--- config.mk ---
export PLATFORM = sky130hd
export DESIGN_NAME = instruction_decoder_fifo
export DESIGN_NICKNAME = d
export VERILOG_FILES = /design/src/rtl/instruction_decoder_fifo_pkg.sv /design/src/rtl/instruction_decoder_fifo_sync_fifo.sv /design/src/rtl/instruction_decoder_fifo.sv
export SDC_FILE = /design/constraint.sdc
export NUM_CORES = 1
export LEC_CHECK = 0
export ABC_CLOCK_PERIOD_IN_PS = 9200
export CAP_MARGIN = 30
export CORE_MARGIN = 2
export CORE_UTILIZATION = 55
export CTS_CLUSTER_DIAMETER = 120
export CTS_CLUSTER_SIZE = 28
export DETAILED_ROUTE_END_ITERATION = 8
export PLACE_DENSITY = 0.75
export REMOVE_ABC_BUFFERS = 1
export SYNTH_ARGS = -nofsm -noshare
export SYNTH_HDL_FRONTEND = slang
export SYNTH_HIERARCHICAL = 1
export SYNTH_SLANG_ARGS = --single-unit
--- constraint.sdc ---
create_clock -name clk -period 9.2 [get_ports clk]
set_input_delay 0.92 -clock clk [delete_from_list [all_inputs] [get_ports clk]]
set_output_delay 0.92 -clock clk [all_outputs]
set_load 0.1 [all_outputs]
--- src/rtl/instruction_decoder_fifo_pkg.sv ---
// Shared decoder constants: opcode encodings and the LSB of the register/address field.
package instruction_decoder_fifo_pkg;

    localparam int FIELD_LSB = 4;

    localparam int OP_WBR    = 0;
    localparam int OP_WSM    = 1;
    localparam int OP_WOF    = 2;
    localparam int OP_STATUS = 3;

endpackage

--- src/rtl/instruction_decoder_fifo_sync_fifo.sv ---
// Single-clock FIFO with synchronous reset and power-of-two pointer wrap.
module sync_fifo #(
    parameter int WIDTH = 64,
    parameter int DEPTH = 8
) (
    input  logic                       clk,
    input  logic                       reset,
    input  logic                       wr_en,
    input  logic [WIDTH-1:0]           wr_data,
    input  logic                       rd_en,
    output logic [WIDTH-1:0]           rd_data,
    output logic                       full,
    output logic                       empty,
    output logic [$clog2(DEPTH):0]     count
);

    localparam int PTR_W = $clog2(DEPTH);

    logic [WIDTH-1:0] mem [DEPTH];
    logic [PTR_W-1:0] wr_ptr;
    logic [PTR_W-1:0] rd_ptr;
    logic             do_wr;
    logic             do_rd;

    assign full    = (count == (PTR_W+1)'(DEPTH));
    assign empty   = (count == '0);
    assign do_wr   = wr_en && !full;
    assign do_rd   = rd_en && !empty;
    assign rd_data = mem[rd_ptr];

    // Pointer and occupancy bookkeeping; pointers wrap naturally at DEPTH.
    always_ff @(posedge clk) begin
        if (reset) begin
            wr_ptr <= '0;
            rd_ptr <= '0;
            count  <= '0;
        end else begin
            if (do_wr) wr_ptr <= wr_ptr + 1'b1;
            if (do_rd) rd_ptr <= rd_ptr + 1'b1;
            case ({do_wr, do_rd})
                2'b10:   count <= count + 1'b1;
                2'b01:   count <= count - 1'b1;
                default: count <= count;
            endcase
        end
    end

    // Storage array; contents need no reset since occupancy gates every read.
    always_ff @(posedge clk) begin
        if (do_wr) mem[wr_ptr] <= wr_data;
    end

endmodule

--- src/rtl/instruction_decoder_fifo.sv ---
// Buffered instruction decoder: host writes are queued, the queue head is decoded
// and handed to the video control unit through a registered valid/ready slice.
module instruction_decoder_fifo
    import instruction_decoder_fifo_pkg::*;
#(
    parameter int DEPTH    = 8,
    parameter int OPCODE_W = 4,
    parameter int REG_W    = 5,
    parameter int ADDR_W   = 14,
    parameter int NUM_OPS  = 4
) (
    input  logic                   clk,
    input  logic                   reset,
    input  logic [31:0]            dataA,
    input  logic [31:0]            dataB,
    input  logic                   clk_en,
    output logic                   fifo_full,
    output logic [$clog2(DEPTH):0] fifo_count,
    output logic                   out_valid,
    input  logic                   out_ready,
    output logic [OPCODE_W-1:0]    out_opcode,
    output logic [REG_W-1:0]       out_register,
    output logic [ADDR_W-1:0]      out_addr,
    output logic [31:0]            out_data,
    output logic                   overflow,
    output logic                   illegal_op,
    input  logic                   clear_flags
);

    logic                in_legal;
    logic                push;
    logic                pop;
    logic                fifo_empty;
    logic [63:0]         head;
    logic [31:0]         head_a;
    logic [31:0]         head_b;
    logic [OPCODE_W-1:0] dec_opcode;
    logic [REG_W-1:0]    dec_register;
    logic [ADDR_W-1:0]   dec_addr;
    logic [31:0]         dec_data;
    logic                unused_head;

    assign in_legal = (32'(dataA[OPCODE_W-1:0]) < NUM_OPS);
    assign push     = clk_en && !fifo_full && in_legal;
    assign pop      = (!out_valid || out_ready) && !fifo_empty;

    sync_fifo #(
        .WIDTH (64),
        .DEPTH (DEPTH)
    ) u_fifo (
        .clk     (clk),
        .reset   (reset),
        .wr_en   (push),
        .wr_data ({dataA, dataB}),
        .rd_en   (pop),
        .rd_data (head),
        .full    (fifo_full),
        .empty   (fifo_empty),
        .count   (fifo_count)
    );

    assign head_a = head[63:32];
    assign head_b = head[31:0];
    // Upper bits of word A carry no field; fold them so they are visibly consumed.
    assign unused_head = ^head_a;

    // Field decode of the queue head; only legal opcodes ever reach the queue.
    always_comb begin
        dec_opcode   = head_a[OPCODE_W-1:0];
        dec_register = '0;
        dec_addr     = '0;
        dec_data     = '0;
        if (dec_opcode == OPCODE_W'(OP_WBR) || dec_opcode == OPCODE_W'(OP_WOF)) begin
            dec_register = head_a[FIELD_LSB +: REG_W];
            dec_data     = head_b;
        end else if (dec_opcode == OPCODE_W'(OP_WSM)) begin
            dec_addr = head_a[FIELD_LSB +: ADDR_W];
            dec_data = head_b;
        end
    end

    // Output slice: refills whenever it is empty or being accepted, holds under stall.
    always_ff @(posedge clk) begin
        if (reset) begin
            out_valid    <= 1'b0;
            out_opcode   <= '0;
            out_register <= '0;
            out_addr     <= '0;
            out_data     <= '0;
        end else if (pop) begin
            out_valid    <= 1'b1;
            out_opcode   <= dec_opcode;
            out_register <= dec_register;
            out_addr     <= dec_addr;
            out_data     <= dec_data;
        end else if (out_ready) begin
            out_valid <= 1'b0;
        end
    end

    // Sticky error flags; a new error in the clearing cycle keeps the flag set.
    always_ff @(posedge clk) begin
        if (reset) begin
            overflow   <= 1'b0;
            illegal_op <= 1'b0;
        end else begin
            if (clear_flags)            overflow   <= 1'b0;
            if (clk_en && fifo_full)    overflow   <= 1'b1;
            if (clear_flags)            illegal_op <= 1'b0;
            if (clk_en && !in_legal)    illegal_op <= 1'b1;
        end
    end

endmodule

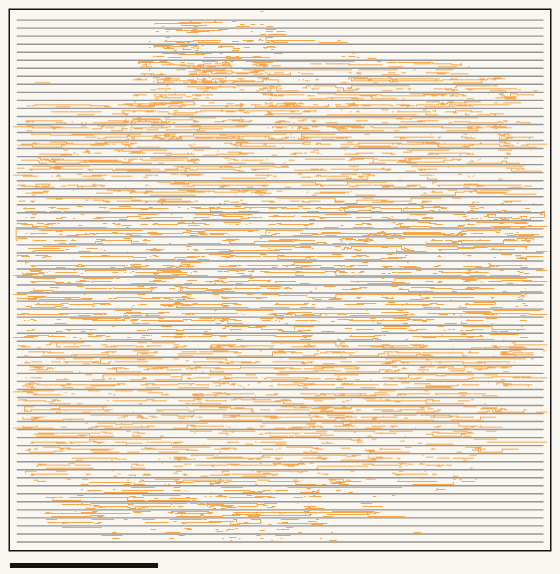
**Above:** M1 wires.
Bar = 50 um. Supply wires on this layer in gray.
- nets with wire on the layer: 931
- main direction: horizontal
- wire length on this layer: 13800 um
- longest straight run: 62.8 um
total vias in the final route: 8115
WL final: 32980 um

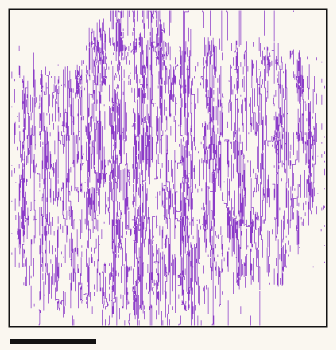
**Above:** M2 wires.
Bar = 50 um.
- wire length on this layer: 17400 um
- nets with wire on the layer: 911
- main direction: vertical
- longest straight run: 79.9 um
- share of all routed wire: 53%
met2 Usage GRT: 35.42%

==> results.txt <==
Status = finished clean
DRC viols = 0
CTS resizes = 0
Final setup viols = 0
Post-Place Cell Area = 0.01918 mm2
Clock-pin transition on the worst setup and hold timing paths = 100 ps
Pre-Repair DR Iteration Count = 5
Ant diodes = 0
Clock share of power = 29.1%
Htree depth = 1
Min-delay worst type = flop to flop
HPWL after detailed placement = 18160 um
Critical path type = primary input to flop
Vias/cell = 6.033
# port buffers = 117
Layout area overhead = 12.38%
Combinational Power Share = 5.0%
CTS Hold Buffers Added = 0
Sink Count = 471
Post-DRT Antenna Nets = 0
Switching Fraction = 20.17%
Post-CTS Setup Bufs = 0
Rows = 65
P_sw = 714.3 uW
Hold Fails Final Rpt = 0
Vias in the first global route = 8346
Total gr overflow = 0
RSZ-0062 raised after global routing = no
WHS Path Cells = 2
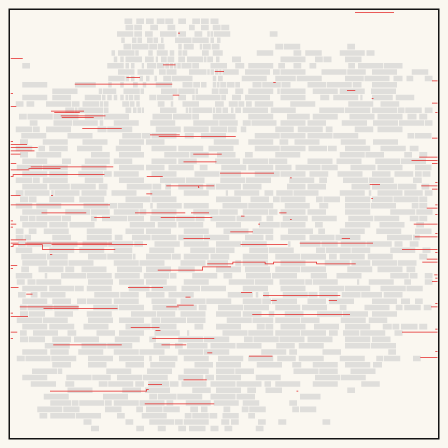
**Above:** M3 wires.
Cells faint in the background.
- main direction: horizontal
- nets with wire on the layer: 87
- wire length on this layer: 1340 um
grt met3 use: 2.303%

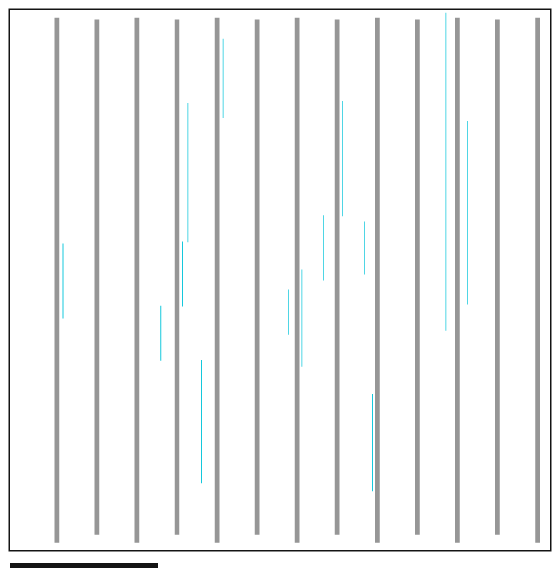
**Above:** M4 wires.
Bar = 50 um. Supply wires on this layer in gray.
- nets with wire on the layer: 7
- wire length on this layer: 508 um
- main direction: vertical
- longest straight run: 107 um

## through the flow
| stage | power, uW | setup WS (ps) | std cells | hold slack (ps) | utilization (%) |
|---|---|---|---|---|---|
| finish | 3541 | 5332 | 1345 | 476.9 | 62.72 |
| global route | 3653 | 5183 | 1345 | 494.4 | 62.72 |
| CTS | 3571 | 5325 | 1344 | 472.9 | 62.63 |
| detailed placement | 2559 | 4761 | 1308 | 455.8 | 60.78 |
| global placement | 2553 | 4424 | 1306 | 455.4 | 60.66 |
| floorplan | 2484 | 2316 | 772 | 456.1 | - |
## worst max-delay path, cell delays in order
cell             delay [ps]
clkdlybuf4s50_1         580
nor4b_1                 690
nand2_1                 280
or2_2                   450
nor2_4                  420
buf_4                   660
## flip-flops by register name, summed over array words and instances, names as in the netlist, 3 cells and up, named ones only
| register | count |
|---|---|
| out_opcode | 4 |
| u_fifo/mem | 400 |
| u_fifo/count | 4 |
| out_addr | 14 |
| out_register | 5 |
| u_fifo/rd_ptr | 3 |
| out_data | 32 |
| u_fifo/wr_ptr | 3 |
## per-layer routing
metal	share of wire, %	wire length (um)	global-route usage [%]
met1	42	13750	27.13
met2	53	17380	35.42
met3	4.1	1340	2.303
met4	1.5	507	3.936
met5	0	0	0
## layout make-up
cell class                      instances  area, um2
Sequential cell                       471      13440
Fill cell                            2118      11760
Multi-Input combinational cell        298       3901
Timing Repair Buffer                  135       1350
Clock buffer                           35      578.1
Tap cell                              402      503.0
Inverter                                3      11.26
Clock inverter                          1      6.256
## worst max path at each step
stage / cells after the start / to / slack, ps / startpoint
2_1_floorplan: 6 / u_fifo/mem[0][0] / 2320 / u_fifo/count[1]
5_1_grt: 6 / u_fifo/mem[2][36] / 5180 / dataA[3]
3_5_place_dp: 6 / u_fifo/mem[2][44] / 4760 / dataA[3]
4_1_cts: 6 / u_fifo/mem[2][41] / 5320 / dataA[3]
3_3_place_gp: 5 / u_fifo/mem[1][39] / 4420 / dataA[3]
6_report: 6 / u_fifo/mem[2][36] / 5330 / dataA[3]
## layout by cell type, fill, tap and decap left out, types with 2 or more instances in the layout
cell,instances
clkbuf_16,21
a22o_1,46
xor2_1,5
dfxtp_4,2
mux4_2,100
nand2b_1,3
a21oi_1,15
nand3_1,7
mux2_2,51
nand2_1,7
o21ai_0,13
nor2_1,11
clkbuf_1,14
edfxtp_1,400
nor3_2,2
nand4_1,5
clkdlybuf4s50_1,117
nor4b_1,3
inv_1,2
buf_16,2
dfxtp_1,68
nor2_4,6
ha_1,5
buf_4,15
mux2i_1,2
nor2b_1,3
## power by group through the flow
stage	combinational (uW)	clock [uW]	sequential, uW
after floorplan	58.5	0	2430
after global placement	170	0	2380
after detailed placement	175	0	2380
after CTS	176	1060	2340
after global routing	191	1130	2330
final	178	1030	2330
Power figures rest on the tool's default switching activity, not on a simulated workload.
